==> src/rtl/key_mode_sequencer.sv <==
// Debounced KEY0/KEY1 -> MODE[1:0] step sequencer (wraps mod 4); optional hold auto-repeat under KEY_AUTOREPEAT_EN.
// Latency: MODE moves DEBOUNCE_CYCLES+3 edges after a clean press; no flow control, outputs are plain registered levels.
module key_mode_sequencer #(
  parameter int DEBOUNCE_CYCLES = 500000,
  parameter int REPEAT_DELAY    = 25000000,
  parameter int REPEAT_PERIOD   = 10000000
) (
  input  logic       CLK,
  input  logic       RST,
  input  logic [1:0] KEY,
  output logic [1:0] MODE,
  output logic       MODE_CHG,
  output logic [1:0] KEY_STATE
);

  localparam int MAX_A   = (DEBOUNCE_CYCLES > REPEAT_DELAY) ? DEBOUNCE_CYCLES : REPEAT_DELAY;
  localparam int MAX_CNT = (MAX_A > REPEAT_PERIOD) ? MAX_A : REPEAT_PERIOD;
  localparam int CNT_W   = $clog2(MAX_CNT + 1);
  localparam logic [CNT_W-1:0] DB_LAST = CNT_W'(DEBOUNCE_CYCLES - 1);

  logic [1:0]            sync1_q, sync1_d;
  logic [1:0]            sync2_q, sync2_d;
  logic [1:0]            stable_q, stable_d;
  logic [1:0][CNT_W-1:0] db_cnt_q, db_cnt_d;
  logic [1:0]            press_q, press_d;
  logic [1:0]            mode_q, mode_d;
  logic                  mode_chg_q, mode_chg_d;
  logic                  step_up, step_dn;

`ifdef KEY_AUTOREPEAT_EN
  localparam logic [CNT_W-1:0] RD_LAST = CNT_W'(REPEAT_DELAY - 1);
  localparam logic [CNT_W-1:0] RP_LAST = CNT_W'(REPEAT_PERIOD - 1);

  logic [CNT_W-1:0] hold_cnt_q, hold_cnt_d;
  logic             rep_phase_q, rep_phase_d;
  logic [1:0]       rep_q, rep_d;
  logic             one_held;
`endif

  // Stable levels are raw (active-low); a press event is an accepted transition to 0.
  always_comb begin
    sync1_d  = KEY;
    sync2_d  = sync1_q;
    stable_d = stable_q;
    db_cnt_d = db_cnt_q;
    press_d  = 2'b00;
    for (int k = 0; k < 2; k++) begin
      if (sync2_q[k] != stable_q[k]) begin
        if (db_cnt_q[k] == DB_LAST) begin
          stable_d[k] = sync2_q[k];
          db_cnt_d[k] = '0;
          press_d[k]  = ~sync2_q[k];
        end else begin
          db_cnt_d[k] = db_cnt_q[k] + CNT_W'(1);
        end
      end else begin
        db_cnt_d[k] = '0;
      end
    end
  end

`ifdef KEY_AUTOREPEAT_EN
  // First repeat after REPEAT_DELAY held cycles, then every REPEAT_PERIOD.
  always_comb begin
    one_held    = (stable_q == 2'b10) || (stable_q == 2'b01);
    rep_d       = 2'b00;
    hold_cnt_d  = '0;
    rep_phase_d = 1'b0;
    if (one_held && (press_d == 2'b00)) begin
      if (hold_cnt_q == (rep_phase_q ? RP_LAST : RD_LAST)) begin
        rep_d       = ~stable_q;
        rep_phase_d = 1'b1;
      end else begin
        hold_cnt_d  = hold_cnt_q + CNT_W'(1);
        rep_phase_d = rep_phase_q;
      end
    end
  end

  assign step_up = press_q[0] | rep_q[0];
  assign step_dn = press_q[1] | rep_q[1];
`else
  assign step_up = press_q[0];
  assign step_dn = press_q[1];
`endif

  always_comb begin
    mode_d = mode_q;
    if (step_up && !step_dn) begin
      mode_d = mode_q + 2'd1;
    end else if (step_dn && !step_up) begin
      mode_d = mode_q - 2'd1;
    end
    mode_chg_d = (mode_d != mode_q);
  end

  always_ff @(posedge CLK) begin
    if (RST) begin
      sync1_q     <= 2'b11;
      sync2_q     <= 2'b11;
      stable_q    <= 2'b11;
      db_cnt_q    <= '0;
      press_q     <= 2'b00;
      mode_q      <= 2'd0;
      mode_chg_q  <= 1'b0;
`ifdef KEY_AUTOREPEAT_EN
      hold_cnt_q  <= '0;
      rep_phase_q <= 1'b0;
      rep_q       <= 2'b00;
`endif
    end else begin
      sync1_q     <= sync1_d;
      sync2_q     <= sync2_d;
      stable_q    <= stable_d;
      db_cnt_q    <= db_cnt_d;
      press_q     <= press_d;
      mode_q      <= mode_d;
      mode_chg_q  <= mode_chg_d;
`ifdef KEY_AUTOREPEAT_EN
      hold_cnt_q  <= hold_cnt_d;
      rep_phase_q <= rep_phase_d;
      rep_q       <= rep_d;
`endif
    end
  end

  assign MODE      = mode_q;
  assign MODE_CHG  = mode_chg_q;
  assign KEY_STATE = ~stable_q;

endmodule
==> config.mk <==
export PLATFORM = sky130hd
export DESIGN_NAME = key_mode_sequencer
export DESIGN_NICKNAME = d
export VERILOG_FILES = /design/src/rtl/key_mode_sequencer.sv
export SDC_FILE = /design/constraint.sdc
export NUM_CORES = 1
export LEC_CHECK = 0
export CORE_MARGIN = 2
export CORE_UTILIZATION = 32
export CTS_BUF_LIST = sky130_fd_sc_hd__clkbuf_4
export DETAILED_ROUTE_END_ITERATION = 16
export PLACE_DENSITY = 0.5
export SLEW_MARGIN = 20
export SYNTH_ARGS = -nofsm -noshare
export SYNTH_HDL_FRONTEND = slang
export SYNTH_SLANG_ARGS = --single-unit
==> constraint.sdc <==
create_clock -name CLK -period 2.3 [get_ports CLK]
set_clock_uncertainty 0.2 [all_clocks]
set_input_delay 0.575 -clock CLK [delete_from_list [all_inputs] [get_ports CLK]]
set_output_delay 0.575 -clock CLK [all_outputs]
set_load 0.005 [all_outputs]
==> impl_metrics.json, run 1 <==
{
  "drive_gt1_share_pct": 13.3,
  "grt_pass1_wl_mm": 9.83,
  "hold_depth": 1,
  "crit_buf_inv": 2,
  "syn-cell-area_um2": 2750,
  "r2r_cells": 5,
  "status": "finished clean",
  "cts_buffers": 9,
  "clock_buffers": 9,
  "wl_met1_mm": 2.70,
  "place_ws_ps": 181,
  "post_cts_buffers": 0,
  "grt_usage_pct": 12.6,
  "edf_count": 0,
  "largest_register_ff_count": 50,
  "hold_violations": 0,
  "critPathKind": "flip-flop to output port",
  "regArea_um2": 1220,
  "vias": 2225,
  "final_cell_mix": "dfxtp_1, nor2_1, a21oi_1",
  "finalMaxSlewViolations": 0,
  "p_seq_mw": 1.06,
  "drt_first_pass_iters": 4,
  "whs_ps": 231,
  "antenna_cells": 0
}
Figure 1. A small window of the routed layout (run 1).
Scale bar: 20 um. Window x 23 to 73, y 43 to 93 um. Cells in gray, sequential cells in the stronger gray; small squares are vias.
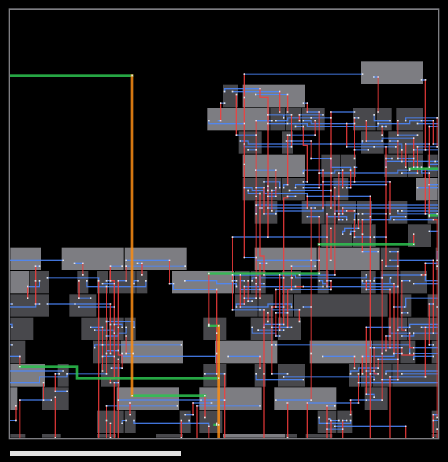
layer	color
M3	green
M1	blue
M4	orange
M2	red
most frequent	dfxtp_1 (17), nor2_1 (8), nand3_1 (7)
sequential cells in the window	17
cells with their middle in the window	94
netlist names of flops here include	`db_cnt_q` (17)

Figure 2. Where the registers sit (run 1).
Scale bar: 20 um. Other sequential cells in the stronger gray, the rest of the logic in the fainter gray.
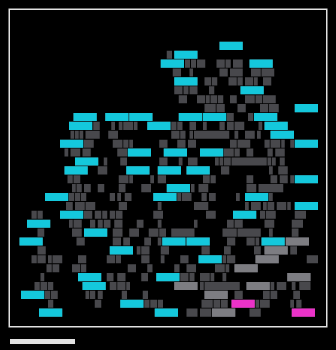
netlist name	color	flops
`db_cnt_q`	cyan	50
`MODE`	magenta	2

Figure 3. Met1 routing (run 1).
Scale bar: 20 um.
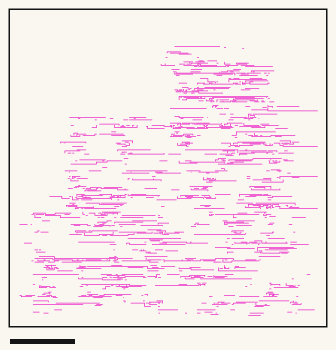
nets with wire on the layer	316
share of all routed wire	49%
longest straight run	27.1 um

Figure 4. Ports around the boundary (run 1).
Scale bar: 20 um. Pins as bars across the die edge, other pins in gray.
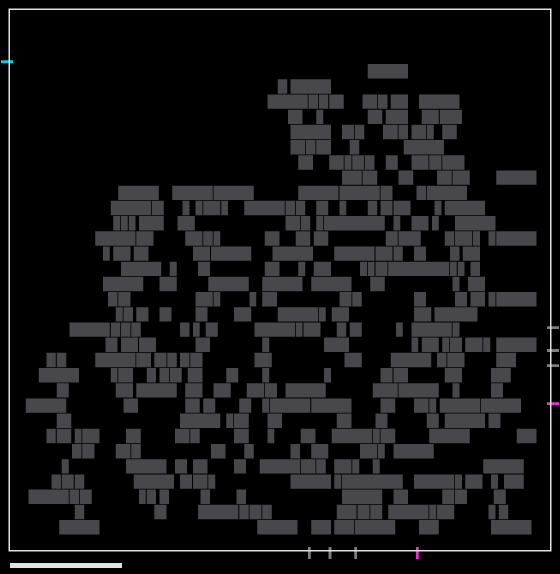
port	color	pins	direction	edge
`CLK`	cyan	1	input	left
`MODE`	magenta	2	output	1 right, 1 bottom
all pins by edge	4 bottom, 4 right, 1 left

==> run 1 -> run 2 <==
--- a/config.mk
+++ b/config.mk
@@ -5,6 +5,7 @@
 export SDC_FILE = /design/constraint.sdc
 export NUM_CORES = 1
 export LEC_CHECK = 0
+export CORE_ASPECT_RATIO = 0.7
 export CORE_MARGIN = 2
 export CORE_UTILIZATION = 32
 export CTS_BUF_LIST = sky130_fd_sc_hd__clkbuf_4
Figure 5. Where the registers sit (run 2).
Scale bar: 20 um. Other sequential cells in the stronger gray, the rest of the logic in the fainter gray.
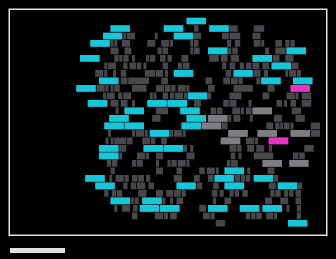
netlist name	color	flops
`db_cnt_q`	cyan	50
`MODE`	magenta	2
not colored	9

==> impl_metrics.json, run 2 <==
{
  "status": "finished clean",
  "clock_latency_ps": 390,
  "grt_usage_pct": 12.9,
  "initCoreUtil_pct": 32.7,
  "fill_cells": 856,
  "synthArstFlopShare_pct": 0,
  "largest_register_ff_count": 50,
  "fa_ha_area_share_pct": 0.911,
  "p_seq_mw": 1.06,
  "vias": 2204,
  "wl_met1_mm": 3.07,
  "finalMaxSlewViolations": 0,
  "buf_share_pct": 6.07,
  "yosysTopAreaCellShare_pct": 44.5,
  "yosys_warnings": 0,
  "instances_no_fill": 436,
  "sh_seq_area_pct": 39.5,
  "ys_cells": 310,
  "min_to": "sync2_q[1]$_SDFF_PP1_",
  "hold_violations": 0,
  "syn-cell-area_um2": 2750,
  "cts_buffers": 9,
  "critPathKind": "flip-flop to flip-flop",
  "tap_cells": 105,
  "post_cts_buffers": 0,
  "pwr-share-comb_pct": 1.7,
  "final_cell_mix": "dfxtp_1, nor2_1, a21oi_1",
  "syn_nets": 316,
  "antenna_found_initial": 0,
  "fp.dieW_um": 115,
  "crit_buf_inv": 0,
  "antenna_cells": 0,
  "r2r_cells": 5,
  "cts_buffer_depth": 2,
  "grt_pass1_wl_mm": 9.43,
  "regArea_um2": 1220,
  "top_cell": "dfxtp_1",
  "setup_viol": 0,
  "syn_area_per_cell_um2": 8.86,
  "edf_count": 0,
  "chipArea_um2": 9350,
  "place_ws_ps": 105,
  "whs_ps": 222,
  "drt_first_pass_iters": 4,
  "hold_depth": 1,
  "drive_gt1_share_pct": 11.8,
  "ys_sh_xor_pct": 8.61,
  "worstReg2RegStart": "db_cnt_q[25]$_SDFF_PP0_"
}
Figure 6. Clock wiring as the flow saved it (run 2).
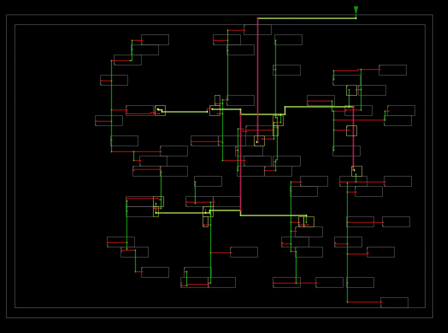
registers: 61
Layout clock buffers: 10
TritonCTS Sinks: 61

==> run 2 -> run 3 <==
--- a/config.mk
+++ b/config.mk
@@ -11,6 +11,7 @@
 export CTS_BUF_LIST = sky130_fd_sc_hd__clkbuf_4
 export DETAILED_ROUTE_END_ITERATION = 16
 export PLACE_DENSITY = 0.5
+export SETUP_SLACK_MARGIN = 0.3
 export SLEW_MARGIN = 20
 export SYNTH_ARGS = -nofsm -noshare
 export SYNTH_HDL_FRONTEND = slang
Figure 7. A small window of the routed layout (run 3).
Scale bar: 20 um. Window x 32 to 82, y 32 to 82 um. Cells in gray, sequential cells in the stronger gray; small squares are vias.
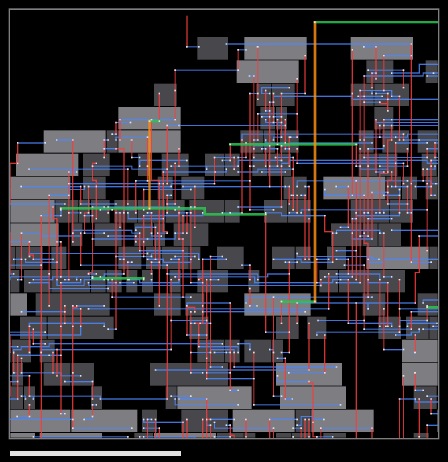
layer	color
M1	blue
M4	orange
M2	red
M3	green
most frequent	dfxtp_1 (15), nor2_1 (12), xnor2_1 (10)
netlist names of flops here include	`db_cnt_q` (20), `stable_q` (2)
sequential cells in the window	22
cells with their middle in the window	129

==> impl_metrics.json, run 3 <==
{
  "status": "finished clean",
  "clock_latency_ps": 400,
  "place_ws_ps": 146,
  "antenna_found_initial": 0,
  "critPathKind": "flip-flop to flip-flop",
  "grt_usage_pct": 13.0,
  "edf_count": 0,
  "instances_no_fill": 444,
  "worstReg2RegStart": "db_cnt_q[30]$_SDFF_PP0_",
  "wl_met1_mm": 3.22,
  "grt_pass1_wl_mm": 9.58,
  "syn_area_per_cell_um2": 8.86,
  "yosys_warnings": 0,
  "ys_cells": 310,
  "final_cell_mix": "dfxtp_1, nor2_1, a21oi_1",
  "syn-cell-area_um2": 2750,
  "top_cell": "dfxtp_1",
  "vias": 2262,
  "synthArstFlopShare_pct": 0,
  "hold_violations": 0,
  "drt_first_pass_iters": 4,
  "fa_ha_area_share_pct": 0.911,
  "cts_sinks": 61,
  "yosysTopAreaCellShare_pct": 44.5,
  "sh_seq_area_pct": 37.9,
  "tap_cells": 105,
  "setup_viol": 0,
  "fp.dieW_um": 115,
  "flop-count": 61,
  "syn_nets": 316,
  "crit_buf_inv": 0,
  "pwr-share-comb_pct": 1.6,
  "cts_buffers": 9,
  "cts_buffer_depth": 2,
  "finalMaxSlewViolations": 0,
  "min_to": "sync2_q[0]$_SDFF_PP1_",
  "chipArea_um2": 9350,
  "buf_share_pct": 6.91,
  "fill_cells": 844
}
Figure 8. Ports around the boundary (run 3).
Scale bar: 20 um. Pins as bars across the die edge, other pins in gray.
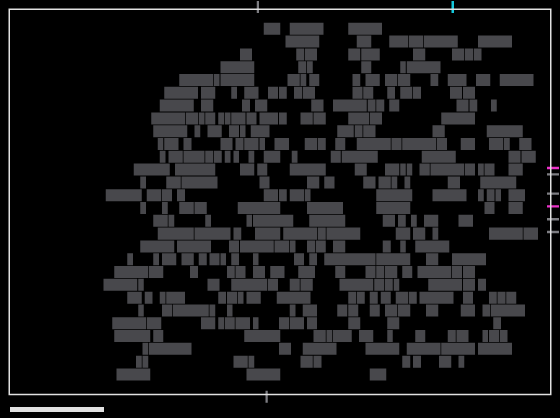
port	color	pins	direction	edge
`CLK`	cyan	1	input	top
`MODE`	magenta	2	output	right
all pins by edge	6 right, 2 top, 1 bottom

Power is estimated from default activity; no workload was simulated.
